===== src/rtl/i2c_slave_write_burst.sv =====
// I2C slave-transmitter data path: shifts multi-byte words onto SDA MSB first
// per byte, samples the master's ACK/NACK after each byte and chains words
// through a valid/ready handshake until NACK, data exhaustion or write_en drop.
module i2c_slave_write_burst #(
  parameter int BYTES_PER_WORD = 2,
  parameter bit LSB_BYTE_FIRST = 1'b0
) (
  input  logic                        clk,
  input  logic                        rst_n,
  input  logic                        write_en,
  input  logic [8*BYTES_PER_WORD-1:0] data_i,
  input  logic                        data_valid,
  output logic                        data_ready,
  input  logic                        scl_i,
  input  logic                        sda_i,
  output logic                        sda_o,
  output logic                        byte_done,
  output logic                        word_done,
  output logic                        finish,
  output logic                        nack,
  output logic                        busy
);

  localparam int W   = 8 * BYTES_PER_WORD;
  localparam int BCW = (BYTES_PER_WORD > 1) ? $clog2(BYTES_PER_WORD) : 1;
  localparam logic [BCW-1:0] LAST_BYTE = BCW'(BYTES_PER_WORD - 1);

  typedef enum logic [1:0] {IDLE, DATA, ACK} state_t;

  state_t         state_q, state_d;
  logic [W-1:0]   shift_q, shift_d;
  logic [2:0]     bit_cnt_q, bit_cnt_d;
  logic [BCW-1:0] byte_cnt_q, byte_cnt_d;
  logic           scl_last_q;
  logic           ack_bit_q, ack_bit_d;
  logic           sda_q, sda_d;
  logic           nack_q, nack_d;
  logic           byte_done_q, byte_done_d;
  logic           word_done_q, word_done_d;
  logic           finish_q, finish_d;
  logic           load;
  logic           fall, rise;
  logic [W-1:0]   ordered;

  // Rearrange the word so the byte to be sent first sits in the top byte;
  // the shifter then always emits from bit W-1.
  function automatic logic [W-1:0] order_bytes(input logic [W-1:0] w);
    logic [W-1:0] r;
    r = w;
    if (LSB_BYTE_FIRST) begin
      for (int i = 0; i < BYTES_PER_WORD; i++) begin
        r[W-1-8*i -: 8] = w[8*i +: 8];
      end
    end
    return r;
  endfunction

  assign fall    = scl_last_q & ~scl_i;
  assign rise    = ~scl_last_q & scl_i;
  assign ordered = order_bytes(data_i);

  // Next-state, bit sequencing and pulse generation.
  always_comb begin
    state_d     = state_q;
    shift_d     = shift_q;
    bit_cnt_d   = bit_cnt_q;
    byte_cnt_d  = byte_cnt_q;
    ack_bit_d   = ack_bit_q;
    sda_d       = sda_q;
    nack_d      = nack_q;
    byte_done_d = 1'b0;
    word_done_d = 1'b0;
    finish_d    = 1'b0;
    load        = 1'b0;
    case (state_q)
      IDLE: begin
        sda_d = 1'b1;
        if (write_en && data_valid) load = 1'b1;
      end
      DATA: begin
        if (!write_en) begin
          sda_d   = 1'b1;
          state_d = IDLE;
        end else if (fall) begin
          if (bit_cnt_q == 3'd7) begin
            sda_d   = 1'b1;
            state_d = ACK;
          end else begin
            bit_cnt_d = bit_cnt_q + 3'd1;
            sda_d     = shift_q[W-1];
            shift_d   = {shift_q[W-2:0], 1'b0};
          end
        end
      end
      ACK: begin
        if (!write_en) begin
          sda_d   = 1'b1;
          state_d = IDLE;
        end else begin
          if (rise) ack_bit_d = sda_i;
          if (fall) begin
            if (ack_bit_q) begin
              nack_d   = 1'b1;
              finish_d = 1'b1;
              sda_d    = 1'b1;
              state_d  = IDLE;
            end else begin
              byte_done_d = 1'b1;
              if (byte_cnt_q != LAST_BYTE) begin
                byte_cnt_d = byte_cnt_q + BCW'(1);
                bit_cnt_d  = 3'd0;
                sda_d      = shift_q[W-1];
                shift_d    = {shift_q[W-2:0], 1'b0};
                state_d    = DATA;
              end else begin
                word_done_d = 1'b1;
                if (data_valid) begin
                  load = 1'b1;
                end else begin
                  finish_d = 1'b1;
                  state_d  = IDLE;
                end
              end
            end
          end
        end
      end
      default: state_d = IDLE;
    endcase
    if (load) begin
      shift_d    = {ordered[W-2:0], 1'b0};
      sda_d      = ordered[W-1];
      bit_cnt_d  = 3'd0;
      byte_cnt_d = '0;
      nack_d     = 1'b0;
      state_d    = DATA;
    end
  end

  // Control, SDA drive and pulse registers with asynchronous reset.
  always_ff @(posedge clk or negedge rst_n) begin
    if (!rst_n) begin
      state_q     <= IDLE;
      bit_cnt_q   <= 3'd0;
      byte_cnt_q  <= '0;
      scl_last_q  <= 1'b1;
      ack_bit_q   <= 1'b1;
      sda_q       <= 1'b1;
      nack_q      <= 1'b0;
      byte_done_q <= 1'b0;
      word_done_q <= 1'b0;
      finish_q    <= 1'b0;
    end else begin
      state_q     <= state_d;
      bit_cnt_q   <= bit_cnt_d;
      byte_cnt_q  <= byte_cnt_d;
      scl_last_q  <= scl_i;
      ack_bit_q   <= ack_bit_d;
      sda_q       <= sda_d;
      nack_q      <= nack_d;
      byte_done_q <= byte_done_d;
      word_done_q <= word_done_d;
      finish_q    <= finish_d;
    end
  end

  // Data shifter; contents are only meaningful after a load.
  always_ff @(posedge clk) begin
    shift_q <= shift_d;
  end

  assign data_ready = rst_n & load;
  assign sda_o      = sda_q;
  assign byte_done  = byte_done_q;
  assign word_done  = word_done_q;
  assign finish     = finish_q;
  assign nack       = nack_q;
  assign busy       = (state_q != IDLE);

endmodule


===== config.mk =====
export PLATFORM = sky130hd
export DESIGN_NAME = i2c_slave_write_burst
export DESIGN_NICKNAME = d
export VERILOG_FILES = /design/src/rtl/i2c_slave_write_burst.sv
export SDC_FILE = /design/constraint.sdc
export NUM_CORES = 1
export LEC_CHECK = 0
export CAP_MARGIN = 20
export CORE_UTILIZATION = 45
export DETAILED_ROUTE_END_ITERATION = 6
export MAX_ROUTING_LAYER = met4
export PLACE_DENSITY = 0.86
export REMOVE_ABC_BUFFERS = 1
export SYNTH_ARGS = -nofsm -noshare
export SYNTH_HDL_FRONTEND = slang
export SYNTH_SLANG_ARGS = --single-unit

===== constraint.sdc =====
create_clock -name clk -period 1.95 [get_ports clk]
set_input_delay 0.2925 -clock clk [delete_from_list [all_inputs] [get_ports clk]]
set_output_delay 0.2925 -clock clk [all_outputs]
set_load 0.03 [all_outputs]

### Signal wires by layer

The bar under the picture is 20 µm long.
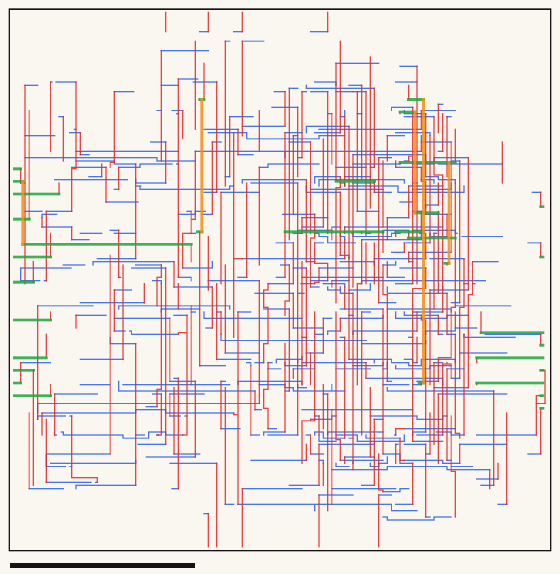
Key: met1 = blue [wire length 1310 µm]; met4 = orange [wire length 73.4 µm]; met2 = red [wire length 1730 µm]; met3 = green [wire length 104 µm]

### Routing congestion

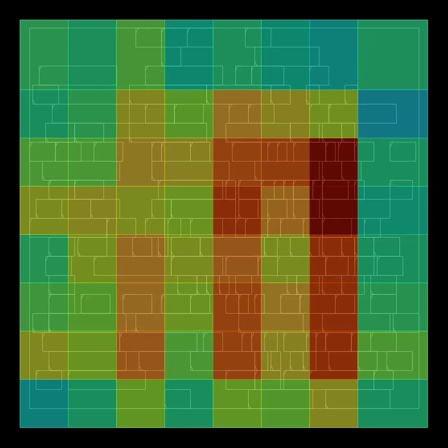
grt met2 use: 0.338
grt met3 use: 0.0201
WL/cell: 15.3 µm
final core occ: 0.660

==> flow_metrics.tcl <==
# flow metrics
set metrics [dict create \
    pin_count 29 \
    busiest_layer "met2" \
    synth-edff-count 15 \
    use_met1 0.241 \
    r2r_slack_ps 10 \
    cts_inserted_buffers 3 \
    clk_pin_slew_worst_paths_ps 160 \
    clock-sinks 28 \
    slowest_delay_ps 470 \
    area_leaders "edfxtp_1 32%, dfrtp_1 18%, mux2_2 12%" \
    mi_logic_area_um2 628 \
    place_ws_ps -124 \
    largest_area_cell "edfxtp_1" \
    seq-cell-share 0.390 \
    yosys_warnings 0 \
    cp_max_fo 6 \
    simple_gate_area_frac 0.142 \
    async_flop_share 0.464 \
    cp_num_cells 7 \
    violations "negative setup slack" \
    top_register "shift_q" \
    adder_share 0.0527 \
    finalMaxSlewViolations 0 \
    rsz0062_at_grt "true" \
    synthCells 113 \
    crit_slowest_cell "dfrtp_1" \
    grt_pass1_wl_mm 4.87 \
    internal-power_mw 1.17 \
    grt_overflow_total 0 \
    dominantRegCellSynth "edfxtp_1" \
    top_regs "shift_q: 15 flops, bit_cnt_q: 3 flops, state_q: 2 flops" \
    largest_reg_flops 15 \
    cts-root-buf "clkbuf_4" \
    warnings 30 \
    power_leader "registers" \
    powerDensity_mw_per_mm2 839 \
    drive_gt1_frac 0.347 \
    top_area_frac 0.316 \
    drv_cap 0 \
    vias_per_cell 5.19 \
    reg2reg_depth 6 \
    clockBufferDepth 2 \
    grt_usage 0.201 \
    synth_seq_share 0.547 \
    path_class "reg2out" \
    well_tap_count 44 \
    ys_cells 113 \
    relSlewSlack 0.785 \
    p_switching_mw 0.512 \
    hold_violations 0 \
    switching_share 0.305 \
    area_growth_pct 40.3 \
    setup-violations-final 1 \
    core_area_mm2 0.00303 \
    required_ps 1660 \
    power_frac_seq 0.469 \
    rows 20 \
    final.setup.tns_ps -87.9 \
    end_kind "output pin" \
    final_common_cell "clkdlybuf4s50_1" \
    fill_cells 236 \
    synth_area_mm2 0.00143 \
    fmax_mhz 491 \
    routed-wl-met2_mm 1.73 \
    arrival_ps 1750 \
    mostFrequentLayoutCells "26 x clkdlybuf4s50_1, 22 x buf_4, 15 x mux2_2, 15 x edfxtp_1, 10 x dfrtp_1" \
    worstMarginPinSlew_ps 321 \
    status "complete, but fails checks" \
    clock_buffers 4 \
    m1WireLength_mm 1.31 \
    top_area_cell_class "sequential cells" \
    instances_no_fill 211 \
    antenna_found_initial 0 \
    n_all_buffers 53 \
    topCombFamilyByArea "simple AND/OR/NAND/NOR gates" \
    logic_gates 76 \
    critical_path.startpoint "state_q[1]$_DFFE_PN0P_" \
    pg_comb_mw 0.639 \
    common_cells "15 x edfxtp_1, 15 x mux2_2, 10 x dfrtp_1, 9 x nand2_1, 8 x a21oi_1" \
    drc_errors 0 \
    timing.final.crit_share 1.05 \
    holdBufCountCts 0 \
    clk-power_mw 0.252 \
    grt_max_degree 16 \
    worst_slack_ps -87.9 \
    cts_resized 6 \
    min_path_type "in2async" \
    r2r-end "shift_q[5]$_DFFE_PP_" \
    top_layer_used "met4" \
    vdd_drop_max_mv 0.376 \
    drt-initial-drc-count 36 \
    clk_latency_ps 330 \
    cts_max_level 1 \
]
